### src/rtl/i2c_pkg.sv
// Shared types and constants for the MPU-6050 I2C sequencer.
package i2c_pkg;

  typedef enum logic [2:0] {
    ST_IDLE,
    ST_INIT_ISSUE,
    ST_INIT_WAIT,
    ST_READY,
    ST_RD_ISSUE,
    ST_RD_WAIT,
    ST_ERROR
  } state_t;

  localparam logic [1:0] ERR_NONE    = 2'd0;
  localparam logic [1:0] ERR_NACK    = 2'd1;
  localparam logic [1:0] ERR_TIMEOUT = 2'd2;

  localparam logic [7:0] REG_PWR_MGMT_1   = 8'h6B;
  localparam logic [7:0] REG_CONFIG       = 8'h1A;
  localparam logic [7:0] REG_GYRO_CFG     = 8'h1B;
  localparam logic [7:0] REG_ACCEL_CFG    = 8'h1C;
  localparam logic [7:0] REG_ACCEL_XOUT_H = 8'h3B;

  localparam int INIT_LEN = 4;
  localparam int RD_LEN   = 6;

endpackage

### src/rtl/i2c_init_rom.sv
// Fixed init-write list: index -> (register, data).
module i2c_init_rom
  import i2c_pkg::*;
(
  input  logic [1:0] i_idx,
  output logic [7:0] o_reg,
  output logic [7:0] o_data
);

  // Table lookup of the init entry selected by i_idx.
  always_comb begin
    // NOTE: defaults first so every path assigns both outputs and no latch is inferred.
    o_reg  = REG_PWR_MGMT_1;
    o_data = 8'h00;
    case (i_idx)
      2'd0: begin o_reg = REG_PWR_MGMT_1; o_data = 8'h00; end // wake, internal clock
      2'd1: begin o_reg = REG_CONFIG;     o_data = 8'h03; end // DLPF ~44 Hz
      2'd2: begin o_reg = REG_GYRO_CFG;   o_data = 8'h00; end // +-250 dps
      2'd3: begin o_reg = REG_ACCEL_CFG;  o_data = 8'h08; end // +-4 g
      default: ;
    endcase
  end

endmodule

### src/rtl/i2c_sensor_sequencer.sv
// Drives the single-byte I2C master: init-write list, then periodic
// six-byte accel poll assembled into one 48-bit sample.
module i2c_sensor_sequencer
  import i2c_pkg::*;
#(
  parameter logic [6:0] SLAVE_ADDR = 7'h68,
  parameter int         POLL_DIV   = 100000,
  parameter int         TIMEOUT    = 4095,
  parameter int         MAX_RETRY  = 3
) (
  input  logic        clk,
  input  logic        rst_n,
  input  logic        start,
  output logic        i2c_en,
  output logic [6:0]  i2c_slave_addr,
  output logic        i2c_rw,
  output logic [7:0]  i2c_reg_addr,
  output logic [7:0]  i2c_wdata,
  input  logic        i2c_done,
  input  logic        i2c_nack,
  input  logic [7:0]  i2c_rdata,
  output logic [47:0] sample,
  output logic        sample_valid,
  output logic        init_done,
  output logic        error,
  output logic [1:0]  err_code
);

  localparam int PW = (POLL_DIV > 1) ? $clog2(POLL_DIV) : 1;
  localparam int TW = (TIMEOUT > 0) ? $clog2(TIMEOUT + 1) : 1;
  localparam int RW = (MAX_RETRY > 0) ? $clog2(MAX_RETRY + 1) : 1;

  localparam logic [PW-1:0] POLL_LAST  = PW'(POLL_DIV - 1);
  localparam logic [TW-1:0] TMO_LAST   = TW'(TIMEOUT);
  localparam logic [RW-1:0] RETRY_MAX  = RW'(MAX_RETRY);
  localparam logic [1:0]    INIT_LAST  = 2'(INIT_LEN - 1);
  localparam logic [2:0]    BYTE_LAST  = 3'(RD_LEN - 1);

  state_t        r_state;
  logic [1:0]    r_idx;
  logic [2:0]    r_byte;
  logic [RW-1:0] r_retry;
  logic [TW-1:0] r_tmo;
  logic [PW-1:0] r_poll;
  logic [47:0]   r_shadow;

  logic          r_en;
  logic [6:0]    r_slave_addr;
  logic          r_rw;
  logic [7:0]    r_reg_addr;
  logic [7:0]    r_wdata;
  logic [47:0]   r_sample;
  logic          r_sample_valid;
  logic          r_init_done;
  logic          r_error;
  logic [1:0]    r_err_code;

  logic [7:0]    w_rom_reg;
  logic [7:0]    w_rom_data;
  logic          w_poll_run;
  logic          w_poll_tick;
  logic          w_timeout;

  i2c_init_rom u_rom (
    .i_idx  (r_idx),
    .o_reg  (w_rom_reg),
    .o_data (w_rom_data)
  );

  assign w_poll_run  = (r_state == ST_READY) || (r_state == ST_RD_ISSUE) ||
                       (r_state == ST_RD_WAIT);
  assign w_poll_tick = (r_poll == POLL_LAST);
  assign w_timeout   = (r_tmo == TMO_LAST);

  // Poll divider: free-runs once initialised, including during bursts;
  // a tick seen outside READY is simply lost.
  always_ff @(posedge clk or negedge rst_n) begin
    if (!rst_n) begin
      r_poll <= '0;
    end else if (!w_poll_run || w_poll_tick) begin
      r_poll <= '0;
    end else begin
      r_poll <= r_poll + 1'b1;
    end
  end

  // Sequencer FSM: command issue, response/retry handling, sample assembly.
  always_ff @(posedge clk or negedge rst_n) begin
    if (!rst_n) begin
      r_state        <= ST_IDLE;
      r_idx          <= '0;
      r_byte         <= '0;
      r_retry        <= '0;
      r_tmo          <= '0;
      // NOTE: the shadow is a plain register, not a RAM, so it is reset like
      // everything else and a partial burst never leaks X into sample.
      r_shadow       <= '0;
      r_en           <= 1'b0;
      r_slave_addr   <= '0;
      r_rw           <= 1'b0;
      r_reg_addr     <= '0;
      r_wdata        <= '0;
      r_sample       <= '0;
      r_sample_valid <= 1'b0;
      r_init_done    <= 1'b0;
      r_error        <= 1'b0;
      r_err_code     <= ERR_NONE;
    end else begin
      // NOTE: non-blocking throughout; later assignments in this block
      // override these one-cycle defaults without ordering hazards.
      r_en           <= 1'b0;
      r_sample_valid <= 1'b0;
      r_slave_addr   <= SLAVE_ADDR;
      case (r_state)
        ST_IDLE: begin
          if (start) begin
            r_idx   <= '0;
            r_retry <= '0;
            r_state <= ST_INIT_ISSUE;
          end
        end
        ST_INIT_ISSUE: begin
          r_en       <= 1'b1;
          r_rw       <= 1'b0;
          r_reg_addr <= w_rom_reg;
          r_wdata    <= w_rom_data;
          r_tmo      <= '0;
          r_state    <= ST_INIT_WAIT;
        end
        ST_RD_ISSUE: begin
          r_en       <= 1'b1;
          r_rw       <= 1'b1;
          r_reg_addr <= REG_ACCEL_XOUT_H + {5'd0, r_byte};
          r_wdata    <= 8'h00;
          r_tmo      <= '0;
          r_state    <= ST_RD_WAIT;
        end
        ST_INIT_WAIT, ST_RD_WAIT: begin
          if (i2c_done && !i2c_nack) begin
            r_retry <= '0;
            if (r_state == ST_INIT_WAIT) begin
              if (r_idx == INIT_LAST) begin
                r_init_done <= 1'b1;
                r_state     <= ST_READY;
              end else begin
                r_idx   <= r_idx + 2'd1;
                r_state <= ST_INIT_ISSUE;
              end
            end else begin
              // Shift in MSB-first: after six bytes byte 0 sits in [47:40].
              r_shadow <= {r_shadow[39:0], i2c_rdata};
              if (r_byte == BYTE_LAST) begin
                r_sample       <= {r_shadow[39:0], i2c_rdata};
                r_sample_valid <= 1'b1;
                r_state        <= ST_READY;
              end else begin
                r_byte  <= r_byte + 3'd1;
                r_state <= ST_RD_ISSUE;
              end
            end
          end else if (i2c_done || w_timeout) begin
            // Done outranks timeout, so a done here is necessarily a NACK.
            if (r_retry < RETRY_MAX) begin
              r_retry <= r_retry + 1'b1;
              r_state <= (r_state == ST_INIT_WAIT) ? ST_INIT_ISSUE : ST_RD_ISSUE;
            end else begin
              r_error    <= 1'b1;
              r_err_code <= i2c_done ? ERR_NACK : ERR_TIMEOUT;
              r_state    <= ST_ERROR;
            end
          end else begin
            r_tmo <= r_tmo + 1'b1;
          end
        end
        ST_READY: begin
          if (w_poll_tick) begin
            r_byte  <= '0;
            r_retry <= '0;
            r_state <= ST_RD_ISSUE;
          end
        end
        ST_ERROR: begin
          if (start) begin
            r_error     <= 1'b0;
            r_err_code  <= ERR_NONE;
            r_init_done <= 1'b0;
            r_idx       <= '0;
            r_retry     <= '0;
            r_state     <= ST_INIT_ISSUE;
          end
        end
        default: r_state <= ST_IDLE;
      endcase
    end
  end

  assign i2c_en         = r_en;
  assign i2c_slave_addr = r_slave_addr;
  assign i2c_rw         = r_rw;
  assign i2c_reg_addr   = r_reg_addr;
  assign i2c_wdata      = r_wdata;
  assign sample         = r_sample;
  assign sample_valid   = r_sample_valid;
  assign init_done      = r_init_done;
  assign error          = r_error;
  assign err_code       = r_err_code;

endmodule

### config.mk
export PLATFORM = sky130hd
export DESIGN_NAME = i2c_sensor_sequencer
export DESIGN_NICKNAME = d
export VERILOG_FILES = /design/src/rtl/i2c_pkg.sv /design/src/rtl/i2c_init_rom.sv /design/src/rtl/i2c_sensor_sequencer.sv
export SDC_FILE = /design/constraint.sdc
export NUM_CORES = 1
export LEC_CHECK = 0
export ABC_AREA = 1
export ABC_CLOCK_PERIOD_IN_PS = 1800
export CORE_MARGIN = 4
export CORE_UTILIZATION = 55
export DETAILED_ROUTE_END_ITERATION = 12
export PLACE_DENSITY_LB_ADDON = 0.1
export SYNTH_ARGS = -nofsm -noshare
export SYNTH_HDL_FRONTEND = slang
export SYNTH_SLANG_ARGS = --single-unit
### constraint.sdc
create_clock -name clk -period 1.8 [get_ports clk]
set_input_delay 0.18 -clock clk [delete_from_list [all_inputs] [get_ports clk]]
set_output_delay 0.18 -clock clk [all_outputs]
set_load 0.01 [all_outputs]
**Run 1: sequential cells grouped by signal name**

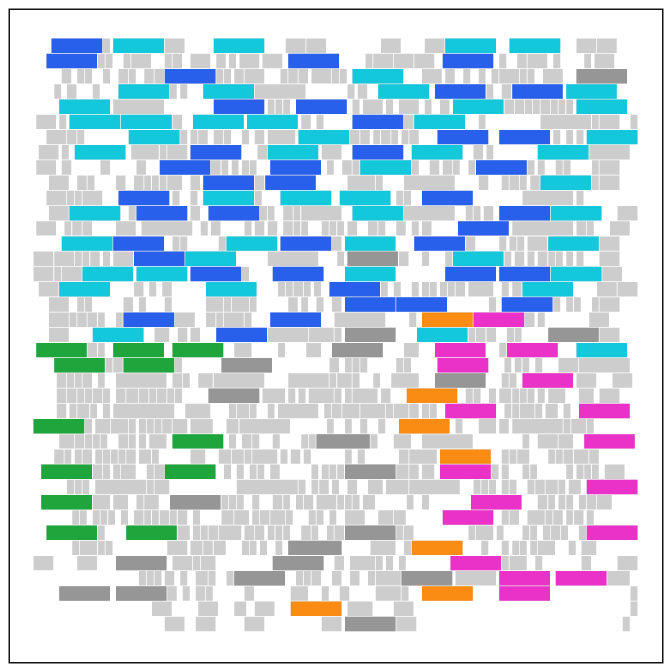
- blue: r_shadow (flops 40)
- cyan: sample (flops 48)
- orange: i2c_reg_addr (flops 7)
- green: r_tmo (flops 12)
- magenta: r_poll (flops 17)
- not colored: 20

**Run 1: congestion heat map**

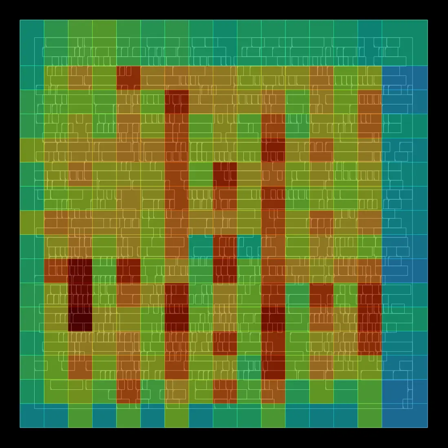
grt met1 use: 0.2924
busiest metal layer after global routing: met2
Avg WL per Cell: 14.00 µm

==> results.yml, run 1 <==
# yosys + openroad results
yosys:
  logic_family: "simple AND/OR/NAND/NOR gates"
  yosys-mux-area-fraction: 0
  topCellsByArea: "dfrtp_1, nand2_1, o21ai_0"
  flop_cell: "dfrtp_1"
  ys_chip_area_um2: 6482
  ys_types: 38
  top_area_frac: 0.5559
  netlist_area_um2: 6482
  aoi_share: 0.1006
  synthXorXnorAreaFrac: 0.01486
  async_flop_share: 1.000
  common_cells: "nand2_1, dfrtp_1, o21ai_0"
  ys_warn_count: 0
worst_setup_path:
  path_class: "reg -> reg"
  critical-path-top-delay-family: "simple AND/OR/NAND/NOR gates"
  cp_max_fo: 17
  path_cells: "ha_1 > nand2_1 > inv_1 > nand2_1 > nor2_1 > nand2_1 > nand2_2 > a21oi_1 > o21a_1"
  end_kind: "register"
  ff2ff_path_depth: 9
  cp.required_ps: 2160
  worst-path-stages: 9
  cp_num_buf_inv: 1
  reg2reg_from: "r_poll[0]$_DFF_PN0_"
  crit_path_start_kind: "register"
  arrival_ps: 2030
min_path:
  hold_path.class: "in -> async"
detailed_routing:
  highest_layer: "met4"
  drtPass1Iterations: 5
  wl_met3_um: 780
  drt_iter0_markers: 461
  met2_length_um: 6686
outcome:
  status: "finished clean"
grt:
  gr-usage-met2: 0.3509
  grt_overflow: 0
  first_global_vias: 5174
  use_met3: 0.05959
  grt_usage: 0.2214
  grt_max_degree: 89
placed_design:
  dp_hpwl_um: 9627
  io_buffers: 80
  pre_cts_slack_ps: -35.43
  placed_cell_area_um2: 7501
sta:
  hold_viol: 0
  skew_ps: 6.943
  finalSetupTns_ps: 0
  fin_crit_ps: 1674
  timing.hold.ws_ps: 268.1
  layout_setup_ws_ps: 125.7
  max_freq_ghz: 0.5973
  finalClockPeriodUsage: 0.9302
  final_max_slew_viol_count: 0
power_and_ir_drop:
  seq_power_mw: 4.16
  p_int_mw: 7.230
  powerClk_mw: 3.68
  p_leak_nw: 3.893
  powerDensity_nw_per_um2: 1308
  pwr-share-comb: 0.264
  pwr-share-seq: 0.391
clock_network:
  cts_sinks: 144
  cts_resized: 0
  clock_latency_ps: 420
final_layout:
  flop_area_um2: 3606
  largestClassByArea: "flip-flops and latches"
  seq-cell-share: 0.4426
  drive_above_1_share: 0.08691
  bufAreaShareNonClock: 0.1267
  final_area_um2: 8147
  fin_cells: 1006
  lay_top_count: "nand2_1"
floorplan:
  core_area_um2: 11470
  ios: 91
  row_count: 39
  dieArea_um2: 13590
run:
  tool_warnings: 33
  cap_violations: 0
**Run 1: M4 wires**

Cells faint in the background.
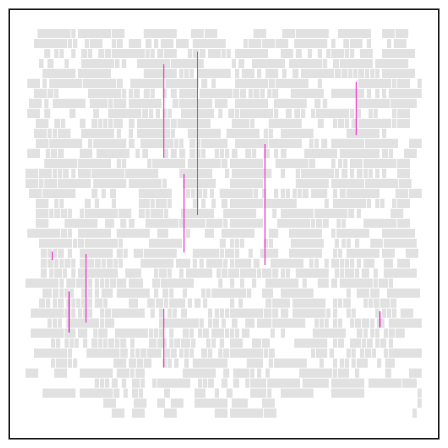
- wire length on this layer: 188 µm
- nets with wire on the layer: 6
Via Count: 5191
Total Wirelength: 14080 µm

**Run 1: ports around the boundary**

Pins as bars across the die edge, other pins in gray.
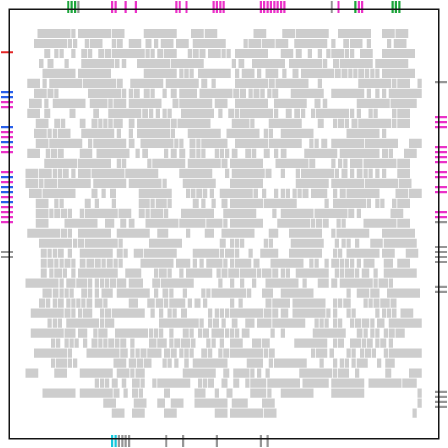
- blue: i2c_rdata (pins 8; direction input; edge west)
- green: i2c_slave_addr (pins 7; direction output; edge north)
- magenta: sample (pins 48; direction output; edge 22 north, 13 west, 13 east)
- red: clk (pins 1; direction input; edge west)
- cyan: err_code (pins 2; direction output; edge south)
- all pins by edge: 31 north, 25 east, 24 west, 11 south

==> run 1: final timing paths <==
path | end
worst min-delay path | r_poll[10]$_DFF_PN0_
worst max register to register | r_poll[10]$_DFF_PN0_
max in group asynchronous | sample[18]$_DFFE_PN0P_
worst max-delay path | r_poll[10]$_DFF_PN0_
worst min register to register | r_poll[0]$_DFF_PN0_
min in group clk | r_shadow[0]$_DFFE_PN0P_
==> run 1: sequential cells by signal, summed over array words and instances (netlist names), 2 cells and up <==
| signal | count |
|---|---|
| r_idx | 2 |
| err_code | 2 |
| r_state | 3 |
| i2c_reg_addr | 7 |
| r_shadow | 40 |
| i2c_wdata | 2 |
| r_tmo | 12 |
| r_retry | 2 |
| r_poll | 17 |
| r_byte | 3 |
| sample | 48 |
## Run 2: what changed since run 1
ABC_CLOCK_PERIOD_IN_PS = not set   (was 1800)
**Run 2: M4 wires**

Cells faint in the background.
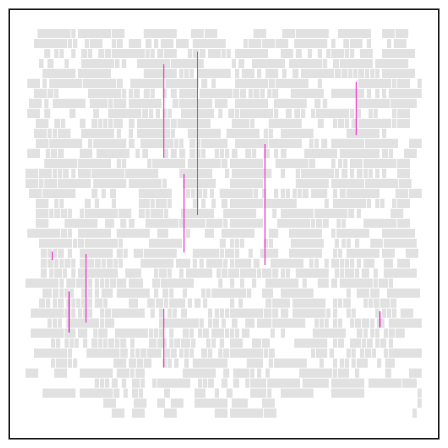
- wire length on this layer: 188 µm
- longest straight run: 44.2 µm
- share of all routed wire: 1.3%
- nets with wire on the layer: 6

**Run 2: congestion heat map**

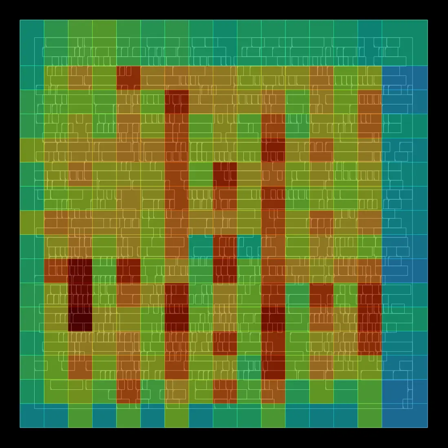
fin util: 0.7104
M3 GR Usage: 0.05959
GRT Util Overall: 0.2214
met2 GRT Util: 0.3509

==> run 2 against run 1 <==
Compared with the run above: highest routed layer unchanged; largest cell class unchanged; hold slack stayed put; total power unchanged; sequential cell count is the same; clock power about the same; combinational power hardly changed; cell count stayed put; synthesized area unchanged; design area unchanged; maximum frequency unchanged; worst setup slack stayed put; first-iteration DRC count stayed put; critical path depth is the same.
==> results.yml, run 2 <==
# yosys + openroad results
detailed_routing:
  vias: 5191
  avgRoutedWirePerCell_um: 14.00
  drtPass1Iterations: 5
  drt_iter0_markers: 461
  totalWireLength_um: 14080
sta:
  finalClockPeriodUsage: 0.9302
  layout_setup_ws_ps: 125.7
  hold_viol: 0
  fin_crit_ps: 1674
  final_max_slew_viol_count: 0
  finalSetupTns_ps: 0
  setup_viol: 0
  timing.hold.ws_ps: 268.1
  max_freq_ghz: 0.5973
worst_setup_path:
  crit_end: "r_poll[10]$_DFF_PN0_"
  r2r-end: "r_poll[10]$_DFF_PN0_"
  critical-path-top-delay-family: "simple AND/OR/NAND/NOR gates"
  cp_num_buf_inv: 1
  ff2ff_path_depth: 9
  crit_path_start_kind: "register"
  worst-path-stages: 9
  cp_max_fo: 17
  end_kind: "register"
  path_class: "reg -> reg"
  cp.required_ps: 2160
  path_cells: "ha_1 > nand2_1 > inv_1 > nand2_1 > nor2_1 > nand2_1 > nand2_2 > a21oi_1 > o21a_1"
  arrival_ps: 2030
  reg2reg_from: "r_poll[0]$_DFF_PN0_"
run:
  tool_warnings: 33
  cap_violations: 0
final_layout:
  flop_area_um2: 3606
  fin_cells: 1006
  nets: 875
  seq-cell-share: 0.4426
  drive_above_1_share: 0.08691
  final_area_um2: 8147
  layout_top_cells: "nand2_1, dfrtp_1, inv_1, o21ai_0, clkdlybuf4s50_1"
  largestClassByArea: "flip-flops and latches"
  lay_top_count: "nand2_1"
  largest_reg_flops: 48
  logic_gate_count: 495
  bufAreaShareNonClock: 0.1267
grt:
  grt_pass1_wl_um: 23670
  grt_max_degree: 89
  grt_overflow: 0
  first_global_vias: 5174
clock_network:
  cts_sinks: 144
  clockBufferDepth: 2
yosys:
  ys_chip_area_um2: 6482
  top_area_frac: 0.5559
  netlist_area_um2: 6482
  topCellsByArea: "dfrtp_1, nand2_1, o21ai_0"
  common_cells: "nand2_1, dfrtp_1, o21ai_0"
  ys_warn_count: 0
  flop_cell: "dfrtp_1"
  ys_types: 38
  async_flop_share: 1.000
  ys_seq_frac: 0.5559
placed_design:
  io_buffers: 80
  dp_hpwl_um: 9627
  placed_cell_area_um2: 7501
  pre_cts_slack_ps: -35.43
outcome:
  status: "finished clean"
floorplan:
  core_area_um2: 11470
  ios: 91
  dieArea_um2: 13590
  row_count: 39
power_and_ir_drop:
  p_leak_nw: 3.893
  p_int_mw: 7.230
  powerDensity_nw_per_um2: 1308
  pwr-share-seq: 0.391
  seq_power_mw: 4.16
  maxPowerGroup: "sequential cells"
  pwr-share-comb: 0.264
min_path:
  hold_path.class: "in -> async"
**Run 2: routed clock nets over the placement**

The bar under the picture is 20 µm long.
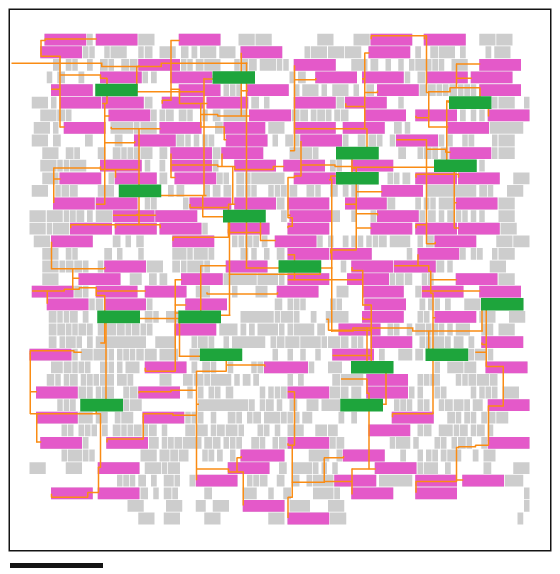
- magenta: flip-flops (count 144)
- green: clock drivers (count 17)
- orange: clock wires (length 1740 µm)
- flops lie: spread over the die
- routed clock nets: 18
Clock Power: 3.68 mW
Clk network pwr share: 0.345
Clk Latency, worst-skew pair: 420 ps
Clock Skew: 6.943 ps

==> run 2: cell counts after synthesis <==
No cell type changed its count.
==> run 2: cells by family (layout without fill, tap and decap cells) <==
family | after synthesis | after routing | synth area share
fa+ha+maj | 12 | 12 | 0.02316
xor+xnor | 11 | 11 | 0.01486
simple gates | 338 | 338 | 0.2185
other cells | 2 | 11 | 0.001159
buf+inv | 123 | 224 | 0.08589
compound gates | 123 | 123 | 0.1006
flops | 144 | 144 | 0.5559
==> run 2: metal layers <==
metal	up-vias	global-route usage	share of wire
li1	2546	-	-
met1	2468	0.2924	0.46
met2	154	0.3509	0.47
met3	23	0.05959	0.055
met4	0	0.08716	0.013
met5	-	0	0
==> run 2: repair_timing <==
action	in CTS	in global routing
endpoints found under the hold margin	41	0
endpoints found under the setup margin	0	9
gates resized	0	5
hold buffers	1	0
**Run 2: ports around the boundary**

Pins as bars across the die edge, other pins in gray.
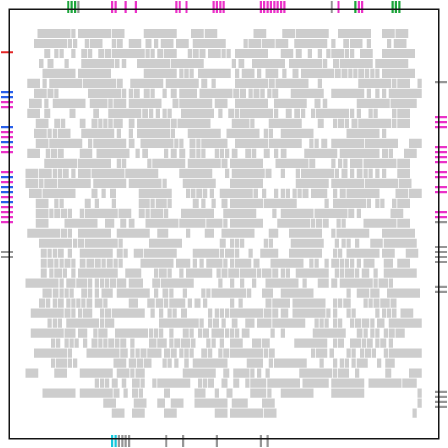

## Run 3: what changed since run 2
clock period = 1.66 ns   (was 1.8 ns; I/O delays follow)
**Run 3: ports around the boundary**

Pins as bars across the die edge, other pins in gray.
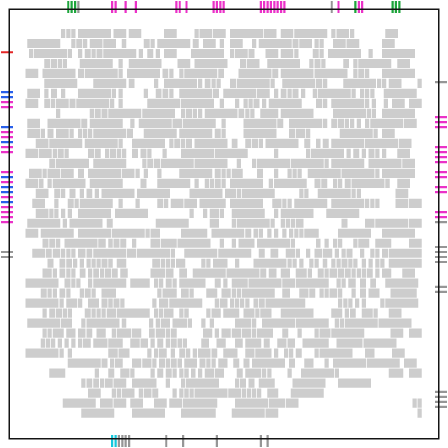
- blue: i2c_rdata (pins 8; direction input; edge west)
- green: i2c_slave_addr (pins 7; direction output; edge north)
- magenta: sample (pins 48; direction output; edge 22 north, 13 west, 13 east)
- cyan: err_code (pins 2; direction output; edge south)
- red: clk (pins 1; direction input; edge west)
Die Span X: 116.6 µm
Buffers on Ports: 80
chip height: 116.6 µm

**Run 3: congestion heat map**

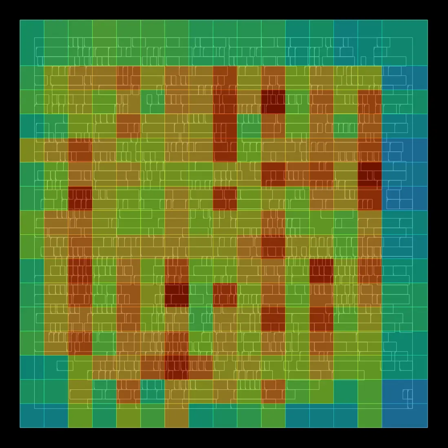
M3 GR Usage: 0.06062
met2 GRT Util: 0.3463

==> run 3 against run 2 <==
Compared with the run above: register-to-register slack is essentially flat; total power grew 6.0%; core utilization grew 1.3 points; non-clock buffer count grew 20; global-route usage grew 0.20 points; sequential power grew 8.2%; worst setup slack lost 43 ps; wire length grew 1.4%; sequential cell count is the same; count of clock-buffer cells in the layout shrank 2; largest cell class unchanged; highest routed layer unchanged.
==> results.yml, run 3 <==
# yosys + openroad results
outcome:
  status: "finished clean"
yosys:
  top_area_frac: 0.5559
  ys_chip_area_um2: 6482
  netlist_area_um2: 6482
  yosys-mux-area-fraction: 0
  aoi_share: 0.1006
  fa_ha_area_frac: 0.02316
  ys_seq_frac: 0.5559
  ys_warn_count: 0
  common_cells: "nand2_1, dfrtp_1, o21ai_0"
  synthXorXnorAreaFrac: 0.01486
  ys_types: 38
  topCellsByArea: "dfrtp_1, nand2_1, o21ai_0"
grt:
  first_global_vias: 5109
  grt_usage: 0.2234
  grt_overflow: 0
  grt_max_degree: 78
  grt_pass1_wl_um: 23970
worst_setup_path:
  cp_max_fo: 3
  path_class: "reg -> out"
  end_kind: "output port"
  critical-path-top-delay-family: "buffers and inverters"
  r2r-end: "r_retry[0]$_DFFE_PN0P_"
  path_cells: "clkdlybuf4s50_1"
  reg2reg_from: "r_state[1]$_DFFE_PN0P_"
  cp.required_ps: 1490
  crit_path_start_kind: "register"
  arrival_ps: 1410
final_layout:
  largest_reg_flops: 48
  antenna_cells: 0
  largestClassByArea: "flip-flops and latches"
  seq-cell-share: 0.4344
  layout_top_cells: "nand2_1, dfrtp_1, inv_1"
  fin_cells: 1023
  bufAreaShareNonClock: 0.1449
  final_area_um2: 8300
  lay_top_count: "nand2_1"
  flop_area_um2: 3606
  nets: 895
  post-route-util: 0.7238
  logic_gate_count: 495
sta:
  layout_setup_ws_ps: 82.85
  finalClockPeriodUsage: 0.9501
  final_max_slew_viol_count: 0
  setup_viol: 0
  hold_viol: 0
  max_freq_ghz: 0.6341
  fin_crit_ps: 1577
clock_network:
  hold_buffers: 1
  cts-root-buf: "clkbuf_16"
  clock_latency_ps: 410
  clockBufferDepth: 2
  cts_resized: 1
  cts_sinks: 144
placed_design:
  dp_hpwl_um: 10120
  placed_cell_area_um2: 7621
power_and_ir_drop:
  powerDensity_nw_per_um2: 1361
  p_leak_nw: 3.978
  powerClk_mw: 3.39
  seq_power_mw: 4.50
  p_int_mw: 7.585
  pwr-share-comb: 0.302
  pwr-share-seq: 0.398
  maxPowerGroup: "sequential cells"
run:
  tool_warnings: 33
detailed_routing:
  totalWireLength_um: 14280
  avgRoutedWirePerCell_um: 13.96
  vias: 5229
floorplan:
  row_count: 39
  core_area_um2: 11470
  ios: 91
min_path:
  hold_path.class: "in -> async"
**Run 3: routed clock nets over the placement**

The bar under the picture is 20 µm long.
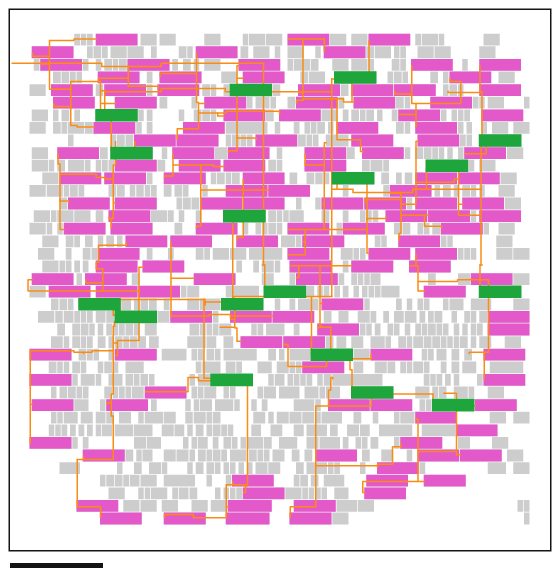
- green: clock drivers (count 17)
- magenta: flip-flops (count 144)
- orange: clock wires (length 1630 µm)
- routed clock nets: 18
Clock Skew: 6.170 ps
Clk network pwr share: 0.300

==> run 3: worst max-delay path by stage <==
stage | end | depth (start not counted)
2_1_floorplan | r_tmo[10]$_DFFE_PN0P_ | 9
4_1_cts | r_byte[2]$_DFFE_PN0P_ | 10
5_1_grt | r_state[1]$_DFFE_PN0P_ | 11
3_3_place_gp | r_retry[1]$_DFFE_PN0P_ | 10
3_5_place_dp | sample[10]$_DFFE_PN0P_ | 8
6_report | i2c_wdata[0] | 1
==> run 3: metal layers <==
layer	routed length, µm	vias to the layer above	GRT usage
li1	-	2588	-
met1	6426	2473	0.3103
met2	6833	145	0.3463
met3	808	23	0.06062
met4	208	0	0.06957
met5	0	-	0
Power is estimated from default activity; no workload was simulated.
